run_1/m1.png
(6 px per um)
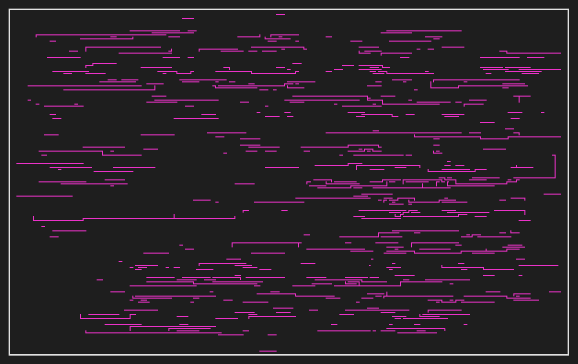
run_1/congestion_map.png
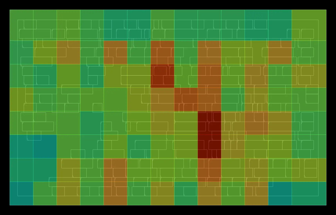
run_1/class_map.png
(6 px per um)
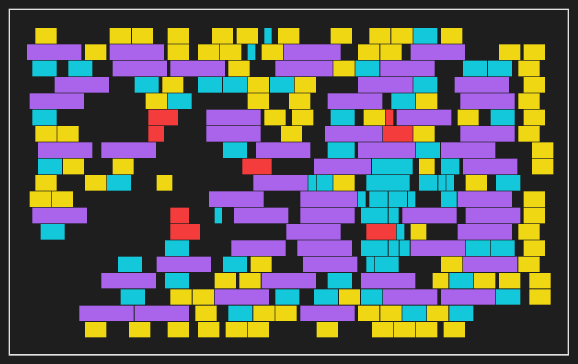
run_1/sizing.png
(6 px per um)
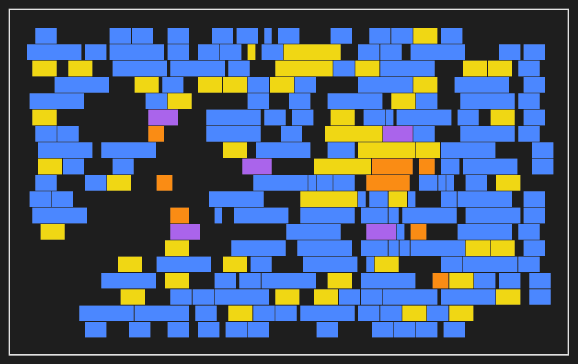
Design host_bus_sync_if_flat, sky130hd; sources not shown.
==> impl_metrics.tcl, run 1 <==
# flow metrics
set metrics [dict create \
    clock_tree_from_tritoncts "yes" \
    final_layout_size_suffix_gt1_share_pct 27.8 \
    seqPwrFrac_pct 40.8 \
    cp_cell_sequence "inv_1 > ha_1 > nand3b_4 > nor3b_4 > buf_4 > mux2_2" \
    cts-htree-levels 2 \
    cts_buffer_depth 2 \
    total_power_mw 3.48 \
    syn_nets 165 \
    cts.reportedPaths.clkPinSlew_ps 90 \
    final_cell_count_no_fill 275 \
    numCtsBuffers 5 \
    critPathBufInv 2 \
    n_antenna_cell 0 \
    sequential_cell_total 52 \
    required_ps 2540 \
    internal_power_mw 2.46 \
    route.met3.wl_um 277 \
    dpl_worst_slack_ps 517 \
    timing.final.setup_violations 0 \
    ys_ff 52 \
    grt_antenna_before_repair 0 \
    topRoutingLayerUsed "met4" \
    final-seq-area_sq_um 1310 \
    worst-setup-path-type "reg -> reg" \
    clock_sink_count 52 \
    final-hold-violation-count 0 \
    final_setup_tns_ps 0 \
    count_of_warning_messages_emitted_by_the_tools 28 \
    seq_area_frac_synth_pct 67.3 \
    grt_pass1_wl_mm 6.42 \
    grt_max_degree 26 \
    clockRootBuffer "sky130_fd_sc_hd__clkbuf_8" \
    area.share.combinational_pct 20.1 \
    drtPass1Iterations 3 \
    drv_slew 0 \
    power.net_switching_mw 1.02 \
    worst_r2r_path_depth 6 \
    critical-path-slowest-cell "sky130_fd_sc_hd__dfrtp_1" \
    dieWidth_um 92.9 \
    leakagePower_nw 1.25 \
    cts_post_setup_buffers_inserted 0 \
    fp_util_pct 42.6 \
    critical-path-max-stage-delay_ps 420 \
    hold_slack_ps 304 \
    run_status "complete, no violations" \
    layout_min_cycle_time_ps 1900 \
    critical_path.max_fanout 17 \
    nMultiInputCombCells 58 \
    fmax_ghz 0.527 \
    final_stage_net_count 258 \
    hpwl_mm 2.94 \
    globalRouteOverflowTotal 0 \
    chipArea_sq_um 5330 \
    postSynthAreaPerCell_sq_um 16.5 \
    final-nonclk-buf-share_pct 29.6 \
    clock.latency.late_pin_ps 300 \
    yosys-stat-area_sq_um 1950 \
    worstHoldPathType "reg -> reg" \
    fin_crit_sh_pct 79.1 \
    max_cap_violations 0 \
    met2_wirelength_mm 1.88 \
    routed_via_density 4.66 \
    portBuffers 85 \
    critPathArrivalTime_ps 2040 \
    cp.depth 6 \
    chipHeight_um 57.4 \
    cts_hold_buf 0 \
    synth.yosys.warnings 0 \
    share_of_power_burned_in_combinational_logic_pct 45.2 \
    wl_per_cell_um 14.2 \
    inv_count 5 \
    core_area_sq_um 4560 \
    clock_power_share_pct 13.9 \
    route.layer.met1.wl_mm 1.73 \
    ioPinCount 86 \
    first_iter_violations 23 \
    sw_frac_of_total_pct 29.4 \
]
-- m1.png (at the start) --
longest straight run: 25.3 um
nets with wire on the layer: 219
wire length on this layer: 1730 um
share of all routed wire: 44%
main direction: horizontal
vias after detailed routing: 1282
sum of routed wire length over all layers: 3.91 mm
Global Route met1 Usage: 19.8%

-- congestion_map.png (at the start) --
GRT busiest layer: met2
GR Layer Usage met2: 26.2%
Tot GR Track Use: 15.9%
Post-Route Utilization: 65.2%
met3 GRT Util: 6.34%

-- class_map.png (at the start) --
| class | colour | cells |
|---|---|---|
| registers | purple | 52 |
| remaining logic cells | cyan | 63 |
| clock drivers and dummy loads | red | 8 |
| remaining buffers and delay cells | yellow | 89 |
post-route cell area: 2970 sq um
Core Rows: 19

-- sizing.png (at the start) --
| size | colour | cells | share | most used |
|---|---|---|---|---|
| x2 | yellow | 46 | 22% | mux2_2 |
| x1 and smaller | blue | 153 | 72% | clkdlybuf4s50_1 |
| x6 and larger | purple | 5 | 2.4% | clkbuf_8 |
| x3 and x4 | orange | 8 | 3.8% | buf_4 |
area added between synthesis and finish: 52.9%
number of non-clock buffers in the layout: 89
fin worst setup slack: 501 ps

## run 1: kinds of logic (layout without fill, tap and decap cells)
logic type      count (synthesis)  count (layout)  synth area share, %
buf+inv                         8             102                 1.99
fa+ha+maj                       3               3                 1.93
mux                            39              39                 22.5
xor+xnor                        1               1                0.450
other cells                     1               1                0.193
compound gates                  7               7                 2.51
flops                          52              52                 67.3
simple gates                    7               7                 3.15
## run 1: metrics by stage
step | util, % | area, sq um
2_1_floorplan | - | 1950
4_1_cts | 65.2 | 2970
6_report | 65.2 | 2970
3_5_place_dp | 63.2 | 2890
3_3_place_gp | 63.2 | 2890
5_1_grt | 65.2 | 2970
## run 1: cells in the mapped netlist
library cell | n | area share (%)
sky130_fd_sc_hd__a21o_2 | 1 | 0.45
sky130_fd_sc_hd__a21oi_1 | 1 | 0.26
sky130_fd_sc_hd__buf_2 | 1 | 0.26
sky130_fd_sc_hd__buf_6 | 1 | 0.58
sky130_fd_sc_hd__clkbuf_1 | 1 | 0.19
sky130_fd_sc_hd__conb_1 | 1 | 0.19
sky130_fd_sc_hd__dfrtp_1 | 46 | 59
sky130_fd_sc_hd__dfstp_2 | 6 | 8.1
sky130_fd_sc_hd__ha_1 | 3 | 1.9
sky130_fd_sc_hd__inv_1 | 5 | 0.96
sky130_fd_sc_hd__mux2_2 | 38 | 22
sky130_fd_sc_hd__mux2i_1 | 1 | 0.51
sky130_fd_sc_hd__nand2_1 | 2 | 0.39
sky130_fd_sc_hd__nand3b_4 | 1 | 1.0
sky130_fd_sc_hd__nor2_1 | 2 | 0.39
sky130_fd_sc_hd__nor3b_1 | 1 | 0.39
sky130_fd_sc_hd__nor3b_4 | 1 | 0.96
sky130_fd_sc_hd__o21ai_0 | 2 | 0.51
sky130_fd_sc_hd__o21bai_1 | 1 | 0.39
sky130_fd_sc_hd__o22a_1 | 1 | 0.45
sky130_fd_sc_hd__o32ai_1 | 1 | 0.45
sky130_fd_sc_hd__xnor2_1 | 1 | 0.45
## run 1: placed cells by master (no fill, tap or decap), types with 2 or more instances in the layout
cell,Yosys,layout
sky130_fd_sc_hd__clkdlybuf4s50_1,0,85
sky130_fd_sc_hd__dfrtp_1,46,46
sky130_fd_sc_hd__mux2_2,38,38
sky130_fd_sc_hd__dfstp_2,6,6
sky130_fd_sc_hd__clkbuf_8,0,5
sky130_fd_sc_hd__inv_1,5,4
sky130_fd_sc_hd__buf_4,0,4
sky130_fd_sc_hd__ha_1,3,3
sky130_fd_sc_hd__nor2_1,2,2
sky130_fd_sc_hd__nand2_1,2,2
sky130_fd_sc_hd__o21ai_0,2,2
## run 1: power groups by stage
| stage | Combinational [mW] | Sequential, mW | Clock, mW |
|---|---|---|---|
| after floorplan | 0.566 | 1.59 | 0 |
| after global placement | 1.55 | 1.42 | 0 |
| after detailed placement | 1.59 | 1.44 | 0 |
| after CTS | 1.60 | 1.43 | 0.505 |
| after global routing | 1.68 | 1.47 | 0.551 |
| final | 1.57 | 1.42 | 0.485 |
run_1/closeup.png
Region (11, 31) to (36, 56) um. Cells in grey, sequential cells in the stronger grey; small squares are vias.
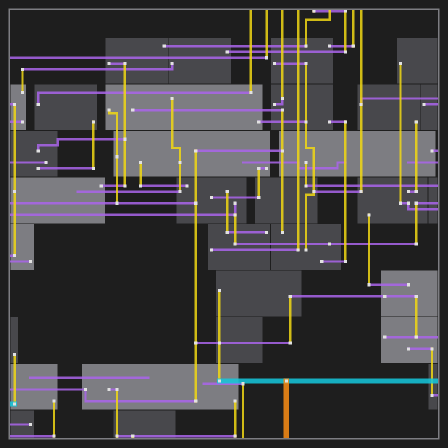

## Run 2: what changed since run 1
==> constraint.sdc (replaced) <==
create_clock -name clk -period 1.9 [get_ports clk]
set_clock_uncertainty 0.05 [all_clocks]
set_input_delay 0.285 -clock clk [delete_from_list [all_inputs] [get_ports clk]]
set_output_delay 0.285 -clock clk [all_outputs]
set_load 0.01 [all_outputs]
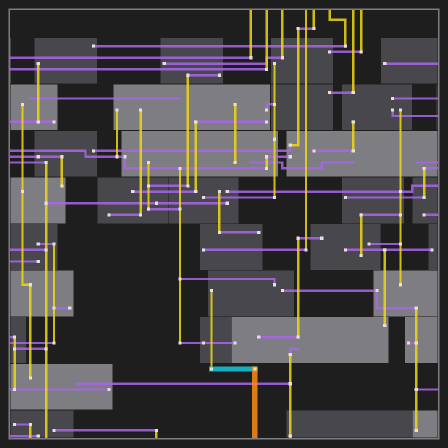
run_2/closeup.png
Region (11, 31) to (36, 56) um. Cells in grey, sequential cells in the stronger grey; small squares are vias.
| layer | colour |
|---|---|
| M4 | orange |
| M2 | yellow |
| M1 | purple |
| M3 | cyan |
most frequent: clkdlybuf4s50_1 (8), mux2_2 (6), dfrtp_1 (5)
cells with their middle in the window: 22
sequential cells in the window: 5

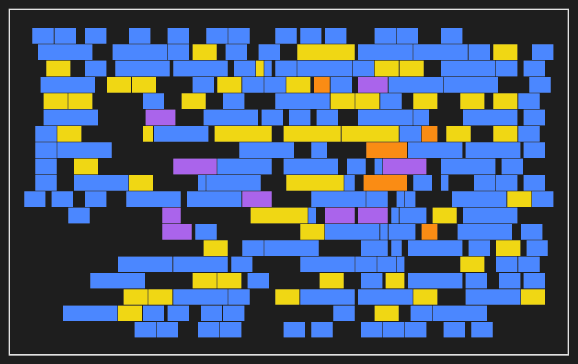
run_2/sizing.png
(6 px per um)
| size | colour | cells | share | most used |
|---|---|---|---|---|
| x2 | yellow | 47 | 22% | mux2_2 |
| x1 and smaller | blue | 152 | 71% | clkdlybuf4s50_1 |
| x6 and larger | purple | 9 | 4.2% | clkbuf_8 |
| x3 and x4 | orange | 5 | 2.3% | buf_4 |
fin worst setup slack: 79.9 ps
post-route cell area: 3010 sq um
number of non-clock buffers in the layout: 90
area added between synthesis and finish: 54.9%

==> run 2 against run 1 <==
Effect of this change:
- via count down 0.31%
- combinational power up 26%
- critical path type unchanged
- clock power up 33%
- global-route usage about the same
==> impl_metrics.tcl, run 2 <==
# flow metrics
set metrics [dict create \
    run_status "complete, no violations" \
    leakagePower_nw 1.27 \
    chipArea_sq_um 5330 \
    layout_min_cycle_time_ps 1820 \
    grt_max_degree 24 \
    synth.largest_area_cell "sky130_fd_sc_hd__dfrtp_1" \
    synth.yosys.warnings 0 \
    fp_util_pct 42.6 \
    numCtsBuffers 5 \
    postPlaceCellArea_sq_um 2920 \
    cts_buffer_depth 2 \
    core_rows 19 \
    synth_dominant_cell_count "sky130_fd_sc_hd__dfrtp_1" \
    top_cell_area_share_pct 59.2 \
    count_of_warning_messages_emitted_by_the_tools 28 \
    grt_pass1_wl_mm 6.50 \
    portBuffers 85 \
    rsz_0062_raised_after_global_routing "no" \
    clockRootBuffer "sky130_fd_sc_hd__clkbuf_8" \
    clock_sink_count 52 \
    yosys-stat-area_sq_um 1950 \
    topCellsByArea "sky130_fd_sc_hd__dfrtp_1 59%, sky130_fd_sc_hd__mux2_2 22%, sky130_fd_sc_hd__dfstp_2 8.1%, sky130_fd_sc_hd__ha_1 1.9%, sky130_fd_sc_hd__nand3b_4 1.0%" \
    synth-main-ff-cell "sky130_fd_sc_hd__dfrtp_1" \
    ys_async_sr_fraction_pct 100 \
    drtPass1Iterations 3 \
    wl_per_cell_um 14.2 \
    critPathArrivalTime_ps 1960 \
    layout_top_cell_excl_fill_tap "sky130_fd_sc_hd__clkdlybuf4s50_1" \
    routed_via_density 4.63 \
    final-seq-area_sq_um 1310 \
    cts-htree-levels 2 \
    required_ps 2040 \
    final_stage_net_count 259 \
    final-hold-violation-count 0 \
    fmax_ghz 0.549 \
    hpwl_mm 3.07 \
    cts_post_setup_buffers_inserted 0 \
    chipHeight_um 57.4 \
    critical_path.max_fanout 17 \
    cts.reportedPaths.clkPinSlew_ps 90 \
    power.density_cell_area_nw_per_um2 1470 \
    n_antenna_cell 0 \
    worst-setup-path-type "reg -> reg" \
    yosys-top-cells-count "46 x sky130_fd_sc_hd__dfrtp_1, 38 x sky130_fd_sc_hd__mux2_2, 6 x sky130_fd_sc_hd__dfstp_2" \
    final_setup_tns_ps 0 \
    globalRouteOverflowTotal 0 \
    worst_r2r_path_depth 6 \
    worstHoldPathType "in -> async" \
    timing.final.setup_violations 0 \
    cts_hold_buf 0 \
    postSynthAreaPerCell_sq_um 16.5 \
    max_cap_violations 0 \
    first_iter_violations 46 \
    clock_tree_from_tritoncts "yes" \
    fin_crit_sh_pct 95.8 \
    edf_count 0 \
    drv_slew 0 \
    grt_antenna_before_repair 0 \
    clock.latency.late_pin_ps 300 \
    most-common-layout-cells "85 x sky130_fd_sc_hd__clkdlybuf4s50_1, 46 x sky130_fd_sc_hd__dfrtp_1, 38 x sky130_fd_sc_hd__mux2_2" \
    seq_area_frac_synth_pct 67.3 \
    final_layout_size_suffix_gt1_share_pct 28.6 \
    syn_nets 165 \
    tot_gr_track_use_pct 15.8 \
    ioPinCount 86 \
]
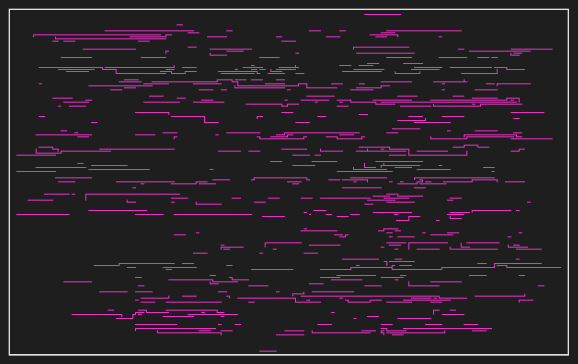
run_2/m1.png
(6 px per um)
longest straight run: 23.0 um
main direction: horizontal
nets with wire on the layer: 220
wire length on this layer: 1720 um
vias after detailed routing: 1278
Global Route met1 Usage: 20.2%
sum of routed wire length over all layers: 3.93 mm

run 2: cell counts after synthesis:
No cell type changed its count.
run 2: cell families (layout without fill, tap and decap cells):
| group | Yosys count | after routing | synth area share (%) |
|---|---|---|---|
| other | 1 | 1 | 0.193 |
| and+or+nand+nor | 7 | 7 | 3.15 |
| xor gates and xnor gates | 1 | 1 | 0.450 |
| buffers and inverters | 8 | 103 | 1.99 |
| muxes | 39 | 39 | 22.5 |
| AOI/OAI and AO/OA | 7 | 7 | 2.51 |
| adders and majority gates | 3 | 3 | 1.93 |
| DFF | 52 | 52 | 67.3 |
run 2: where the power goes:
| part | switching [mW] | leakage (nW) | total [mW] | internal [mW] |
|---|---|---|---|---|
| Sequential | 0.227 | 0.615 | 1.79 | 1.57 |
| Combinational | 0.701 | 0.608 | 1.98 | 1.28 |
| Clock | 0.345 | 0.0516 | 0.643 | 0.298 |
| Total | 1.27 | 1.27 | 4.42 | 3.14 |
run 2: worst max-delay path, stage by stage (launching register included):
cell and delay (ps):
sky130_fd_sc_hd__dfrtp_1 420, sky130_fd_sc_hd__inv_1 90, sky130_fd_sc_hd__ha_1 260, sky130_fd_sc_hd__nand3b_4 130, sky130_fd_sc_hd__nor3b_4 240, sky130_fd_sc_hd__buf_12 180
sky130_fd_sc_hd__mux2_2 340
run 2: layer usage:
metal | track usage (%) | vias up | share of wire, %
met4 | 4.20 | 0 | 1.2
met3 | 5.94 | 7 | 7.2
met5 | 0 | - | 0
li1 | - | 597 | -
met1 | 20.2 | 634 | 44
met2 | 26.0 | 40 | 48
run 2: cell type report:
type / instances / share of cell area [%]
Timing Repair Buffer: 90 / 30.3
Clock inverter: 2 / 0.457
Sequential cell: 52 / 43.4
Inverter: 5 / 0.623
Clock buffer: 6 / 2.74
Multi-Input combinational cell: 58 / 19.8
Tap cell: 63 / 2.62
run 2: metrics by stage:
stage | cells | hold WS [ps] | total power [mW] | util, % | worst slack, ps
after floorplan | 118 | 239 | 2.72 | - | 62.5
after global placement | 268 | 285 | 3.76 | 63.9 | 164
after detailed placement | 268 | 293 | 3.83 | 63.9 | 90.8
after CTS | 276 | 206 | 4.48 | 66.0 | 71.4
after global routing | 276 | 233 | 4.69 | 66.0 | 10.7
final | 276 | 208 | 4.42 | 66.0 | 79.9
No activity file was given, so power comes from the tool's default toggle rates.
